Figure 1. Cell outlines without signal wires.
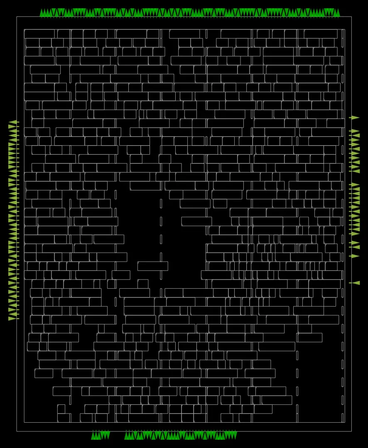
Figure 2. The metal 3 layer.
Scale: 3 px per um.
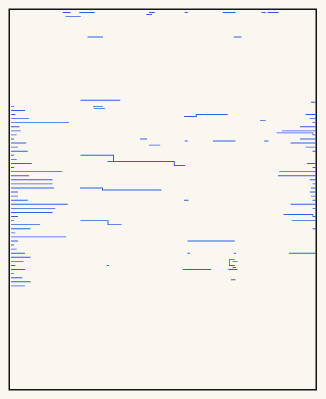
## src/rtl/core_lsu_biu_pkg.sv

```systemverilog
// Shared widths and helpers for the LSU bus interface unit.
// Core-wide defaults live here so every file sees the same macro values.
`ifndef CORE_XLEN
`define CORE_XLEN 32
`endif
`ifndef CORE_LSU_WMASK_WIDTH
`define CORE_LSU_WMASK_WIDTH 4
`endif
`ifndef CORE_BIU_TIMEOUT
`define CORE_BIU_TIMEOUT 255
`endif

package core_lsu_biu_pkg;
    localparam int XLEN    = `CORE_XLEN;
    localparam int WMASK_W = `CORE_LSU_WMASK_WIDTH;

    // Counter must hold 0..timeout; a disabled timeout still needs one bit.
    function automatic int biu_cnt_width(input int timeout);
        if (timeout <= 0)
            return 1;
        else
            return $clog2(timeout + 1);
    endfunction
endpackage

```

## src/rtl/gnrl_dffs.sv

```systemverilog
// General flop library: plain reset flop and load-enabled reset flop.
module gnrl_dffr #(
    parameter int DW = 1
) (
    input  logic          clk,
    input  logic          rst_n,
    input  logic [DW-1:0] dnxt,
    output logic [DW-1:0] qout
);
    always_ff @(posedge clk or negedge rst_n) begin
        if (!rst_n)
            qout <= '0;
        else
            qout <= dnxt;
    end
endmodule

module gnrl_dfflr #(
    parameter int DW = 1
) (
    input  logic          clk,
    input  logic          rst_n,
    input  logic          lden,
    input  logic [DW-1:0] dnxt,
    output logic [DW-1:0] qout
);
    always_ff @(posedge clk or negedge rst_n) begin
        if (!rst_n)
            qout <= '0;
        else if (lden)
            qout <= dnxt;
    end
endmodule

```

## src/rtl/core_lsu_biu.sv

```systemverilog
// LSU-to-data-bus bridge: one transaction in flight, timeout turns a hung bus
// into an error response and drains the late response afterwards.
//
// state    | meaning
// ---------+--------------------------------------------------------------
// IDLE     | ready for an LSU request
// CMD      | command presented on the bus, waiting for cmd_ready
// WAIT     | command accepted, waiting for the bus response (timed)
// RESP     | response presented to the LSU, waiting for lsu_rsp_ready
// DRAIN    | timed-out transaction still owed a response; swallow it
module core_lsu_biu
    import core_lsu_biu_pkg::*;
#(
    parameter int TIMEOUT = `CORE_BIU_TIMEOUT
) (
    input  logic               clk,
    input  logic               rst_n,
    input  logic               lsu_req_valid,
    output logic               lsu_req_ready,
    input  logic               lsu_req_write,
    input  logic [XLEN-1:0]    lsu_req_addr,
    input  logic [XLEN-1:0]    lsu_req_wdata,
    input  logic [WMASK_W-1:0] lsu_req_wmask,
    output logic               lsu_rsp_valid,
    input  logic               lsu_rsp_ready,
    output logic [XLEN-1:0]    lsu_rsp_rdata,
    output logic               lsu_rsp_err,
    output logic               bus_cmd_valid,
    input  logic               bus_cmd_ready,
    output logic               bus_cmd_write,
    output logic [XLEN-1:0]    bus_cmd_addr,
    output logic [XLEN-1:0]    bus_cmd_wdata,
    output logic [WMASK_W-1:0] bus_cmd_wstrb,
    input  logic               bus_rsp_valid,
    output logic               bus_rsp_ready,
    input  logic [XLEN-1:0]    bus_rsp_rdata,
    input  logic               bus_rsp_err
);
    typedef enum logic [2:0] {
        ST_IDLE  = 3'd0,
        ST_CMD   = 3'd1,
        ST_WAIT  = 3'd2,
        ST_RESP  = 3'd3,
        ST_DRAIN = 3'd4
    } state_t;

    localparam int CW = biu_cnt_width(TIMEOUT);
    localparam logic [CW-1:0] CNT_LAST = CW'((TIMEOUT == 0) ? 0 : TIMEOUT - 1);
    localparam logic [CW-1:0] CNT_MAX  = '1;
    localparam logic [CW-1:0] CNT_ONE  = CW'(1);

    logic [2:0]         state_q;
    logic [2:0]         state_d;
    logic               orphan_q;
    logic               orphan_d;
    logic               req_ld;
    logic               rsp_ld;
    logic               cnt_ld;
    logic [CW-1:0]      cnt_q;
    logic [CW-1:0]      cnt_d;
    logic [XLEN-1:0]    rsp_rdata_d;
    logic               rsp_err_d;
    logic [WMASK_W-1:0] req_wstrb;

    always_comb begin
        state_d     = state_q;
        orphan_d    = orphan_q;
        req_ld      = 1'b0;
        rsp_ld      = 1'b0;
        rsp_rdata_d = '0;
        rsp_err_d   = 1'b0;
        cnt_ld      = 1'b0;
        cnt_d       = cnt_q;
        case (state_q)
            ST_IDLE: begin
                if (lsu_req_valid) begin
                    req_ld  = 1'b1;
                    state_d = ST_CMD;
                end
            end
            ST_CMD: begin
                if (bus_cmd_ready) begin
                    cnt_ld  = 1'b1;
                    cnt_d   = '0;
                    state_d = ST_WAIT;
                end
            end
            ST_WAIT: begin
                // A response arriving on the limit cycle beats the timeout.
                if (bus_rsp_valid) begin
                    rsp_ld      = 1'b1;
                    rsp_err_d   = bus_rsp_err;
                    rsp_rdata_d = (!bus_cmd_write && !bus_rsp_err) ? bus_rsp_rdata : '0;
                    state_d     = ST_RESP;
                end else if (TIMEOUT != 0 && cnt_q == CNT_LAST) begin
                    rsp_ld    = 1'b1;
                    rsp_err_d = 1'b1;
                    orphan_d  = 1'b1;
                    state_d   = ST_RESP;
                end else begin
                    cnt_ld = (cnt_q != CNT_MAX);
                    cnt_d  = cnt_q + CNT_ONE;
                end
            end
            ST_RESP: begin
                if (lsu_rsp_ready)
                    state_d = orphan_q ? ST_DRAIN : ST_IDLE;
            end
            ST_DRAIN: begin
                if (bus_rsp_valid) begin
                    orphan_d = 1'b0;
                    state_d  = ST_IDLE;
                end
            end
            default: state_d = ST_IDLE;
        endcase
    end

    assign req_wstrb = lsu_req_write ? lsu_req_wmask : '0;

    gnrl_dffr #(.DW(3)) u_state (
        .clk(clk), .rst_n(rst_n), .dnxt(state_d), .qout(state_q)
    );
    gnrl_dffr #(.DW(1)) u_orphan (
        .clk(clk), .rst_n(rst_n), .dnxt(orphan_d), .qout(orphan_q)
    );
    gnrl_dfflr #(.DW(1 + 2 * XLEN + WMASK_W)) u_cmd (
        .clk(clk), .rst_n(rst_n), .lden(req_ld),
        .dnxt({lsu_req_write, lsu_req_addr, lsu_req_wdata, req_wstrb}),
        .qout({bus_cmd_write, bus_cmd_addr, bus_cmd_wdata, bus_cmd_wstrb})
    );
    gnrl_dfflr #(.DW(1 + XLEN)) u_rsp (
        .clk(clk), .rst_n(rst_n), .lden(rsp_ld),
        .dnxt({rsp_err_d, rsp_rdata_d}),
        .qout({lsu_rsp_err, lsu_rsp_rdata})
    );
    gnrl_dfflr #(.DW(CW)) u_cnt (
        .clk(clk), .rst_n(rst_n), .lden(cnt_ld), .dnxt(cnt_d), .qout(cnt_q)
    );

    assign lsu_req_ready = (state_q == ST_IDLE);
    assign bus_cmd_valid = (state_q == ST_CMD);
    assign lsu_rsp_valid = (state_q == ST_RESP);
    assign bus_rsp_ready = (state_q == ST_WAIT) || (state_q == ST_DRAIN);
endmodule

```

## config.mk

```make
export PLATFORM = sky130hd
export DESIGN_NAME = core_lsu_biu
export DESIGN_NICKNAME = d
export VERILOG_FILES = /design/src/rtl/core_lsu_biu_pkg.sv /design/src/rtl/gnrl_dffs.sv /design/src/rtl/core_lsu_biu.sv
export SDC_FILE = /design/constraint.sdc
export NUM_CORES = 1
export LEC_CHECK = 0
export CORE_ASPECT_RATIO = 1.25
export CORE_MARGIN = 2
export CORE_UTILIZATION = 43
export DETAILED_ROUTE_END_ITERATION = 10
export GPL_TIMING_DRIVEN = 0
export HOLD_SLACK_MARGIN = 0.08
export PLACE_DENSITY = 0.81
export REMOVE_ABC_BUFFERS = 1
export SYNTH_ARGS = -nofsm -noshare
export SYNTH_HDL_FRONTEND = slang
export SYNTH_HIERARCHICAL = 1
export SYNTH_SLANG_ARGS = --single-unit
```

## constraint.sdc

```tcl
create_clock -name clk -period 2.2 [get_ports clk]
set_input_delay 0.55 -clock clk [delete_from_list [all_inputs] [get_ports clk]]
set_output_delay 0.55 -clock clk [all_outputs]
set_load 0.02 [all_outputs]
```

==> run notes <==
State of the implementation.

- The cell with the largest stage delay on the worst path is clkdlybuf4s50_1, for reference.
- OpenROAD emitted warnings numbering 27.
- Post-synthesis, Yosys gives the total cell area as 5140 sq um.
- The category of cells accounting for the largest share of critical-path delay is buffers and inverters, for reference.
- The path length in cells of the critical path is 1, for reference.
- Summing every instance area after synthesis gives 5140 sq um.
- The count of standard-cell rows is 44, for reference.
- After layout, the minimum clock period comes to 2.14 ns.
- In the final layout, the share of cells above drive strength 1 is 0.273.
- Leaving out fill and tap cells, the most frequent cells in the layout are clkdlybuf4s50_1, dfrtp_1, mux2_2.
- After detailed placement, the total cell area comes to 7320 sq um.
- CTS placed an instance of clkbuf_16 at the clock tree root.
- The worst-case clock skew is 0.00842 ns, for reference.
- Logged for this run, the post-placement worst setup slack is -0.615 ns.
- The flip-flop cell with the highest count after synthesis is dfrtp_1, for reference.
- The run finished with clean final reports.
- Per the synthesis report, the dominant area consumer among library cells is dfrtp_1.
- In the post-synthesis netlist, the biggest area contributors are dfrtp_1, mux2_4, mux2_2, and2_1, buf_6.
- The area fraction of the largest cell type after synthesis is 0.554.
- The number of buffers inserted for hold repair after clock tree synthesis is 0, for reference.
- Setup repair after global routing could not meet its margin everywhere.
- The area added between synthesis and finish is 55.2%, for reference.
- The number of flops mapped to enable cells by yosys is 0, for reference.
- The post-detailed-routing wire length is 13500 um, for reference.
- Logic depth along the worst register-to-register path is recorded as 3.
- Entering global routing, the biggest net connects 71 pins.
- Per the timing report, the achievable frequency comes out to 467 MHz.
- STA classifies the critical path endpoint as a primary output.
- The first global-routing pass estimated 21200 um of wire.
- The count of pins on the block boundary is 214, for reference.
- The number of antenna-violating nets in the routed design is 0, for reference.
- The vertical die dimension is 126 um, for reference.
- The number of synthesized register bits is 114, for reference.
- The routed layout has 3593 vias.
- The fraction of the yosys area taken by sequential cells is 0.554, for reference.
## Picture notes: Figure 1
final cell count without fillers: 739
Seq Cell Count: 114
Core ar.: 11700 sq um
count of fill cells added during filler insertion: 861

## Picture notes: Figure 2
nets with wire on the layer: 89
wire length on this layer: 582 um

[cell usage after synthesis, types with 2 or more instances]
library cell / n
nand4_1: 3
clkbuf_1: 2
mux2_4: 48
and2_1: 37
ha_1: 2
nand2_1: 7
mux2_2: 62
a31oi_1: 2
nor3b_1: 2
o21ai_0: 9
buf_6: 8
nor2_1: 7
dfrtp_1: 114
buf_2: 7
inv_1: 6
nand3_1: 6
buf_12: 3
o311ai_0: 3
o211ai_1: 3
[worst paths after layout]
| kind | startpoint | to | slack, ns |
|---|---|---|---|
| setup / recovery | u_cmd/qout[68]$_DFFE_PN0P_ | bus_cmd_write | 0.06 |
| hold / removal | rst_n | u_cmd/qout[31]$_DFFE_PN0P_ | 0.19 |
| setup reg to reg | u_state/qout[0]$_DFF_PN0_ | u_cmd/qout[20]$_DFFE_PN0P_ | 0.08 |
| hold reg to reg | u_cmd/qout[38]$_DFFE_PN0P_ | u_cmd/qout[38]$_DFFE_PN0P_ | 0.50 |
| max in group asynchronous | rst_n | u_rsp/qout[4]$_DFFE_PN0P_ | 1.28 |
| min in group clk | u_cmd/qout[38]$_DFFE_PN0P_ | u_cmd/qout[38]$_DFFE_PN0P_ | 0.50 |
[through the flow]
stage	total power, mW	utilization	std cells
after floorplan	5.76	-	327
after global placement	7.85	0.622	701
after detailed placement	7.95	0.627	703
after CTS	10.7	0.682	739
after global routing	11.1	0.684	739
final	10.6	0.684	739
[layer usage]
metal / global-route usage / part of all wire / up-vias
met3: 0.0545 / 0.043 / 26
li1: - / - / 1660
met4: 0.0918 / 0.031 / 0
met5: 0 / 0 / -
met1: 0.241 / 0.38 / 1788
met2: 0.387 / 0.55 / 119
[power breakdown]
group          internal, mW  switching, mW  leakage [nW]  total, mW
registers              2.87          0.505          1.43       3.38
clock network          1.66          0.957         0.273       2.62
logic                  2.47           2.14          1.72       4.61
total                  7.01           3.60          3.42       10.6
[flip-flops by register name, summed over array words and instances, names as in the netlist]
name and flops:
u_rsp/qout 33, u_cnt/qout 8, u_state/qout 3, u_orphan/qout 1, u_cmd/qout 69
[timing repair]
action | in CTS | in global routing
setup endpoints to repair | 95 | 96
resized | 9 | 7
gates cloned | 1 | 0
pin swaps | 2 | 1
setup buffers | 3 | 0
[kinds of logic (layout without fill, tap and decap cells)]
kind of cell	Yosys count	in the layout	share of synthesized area
XOR/XNOR	2	2	0.00341
adder cells (fa/ha/maj)	2	2	0.00486
multiplexers	110	110	0.276
AND-OR/OR-AND	23	23	0.0302
AND/OR/NAND/NOR	70	71	0.0844
buffers and inverters	29	256	0.0469
flip-flops	114	114	0.554
[cell type report]
class | instances | area (sq um) | share of cell area
Clock buffer | 19 | 433 | 0.0542
Sequential cell | 114 | 2860 | 0.358
Tap cell | 161 | 201 | 0.0252
Timing Repair Buffer | 218 | 2220 | 0.278
Inverter | 6 | 22.5 | 0.00282
Clock inverter | 13 | 138 | 0.0172
Multi-Input combinational cell | 208 | 2120 | 0.265
No activity file was given, so power comes from the tool's default toggle rates.
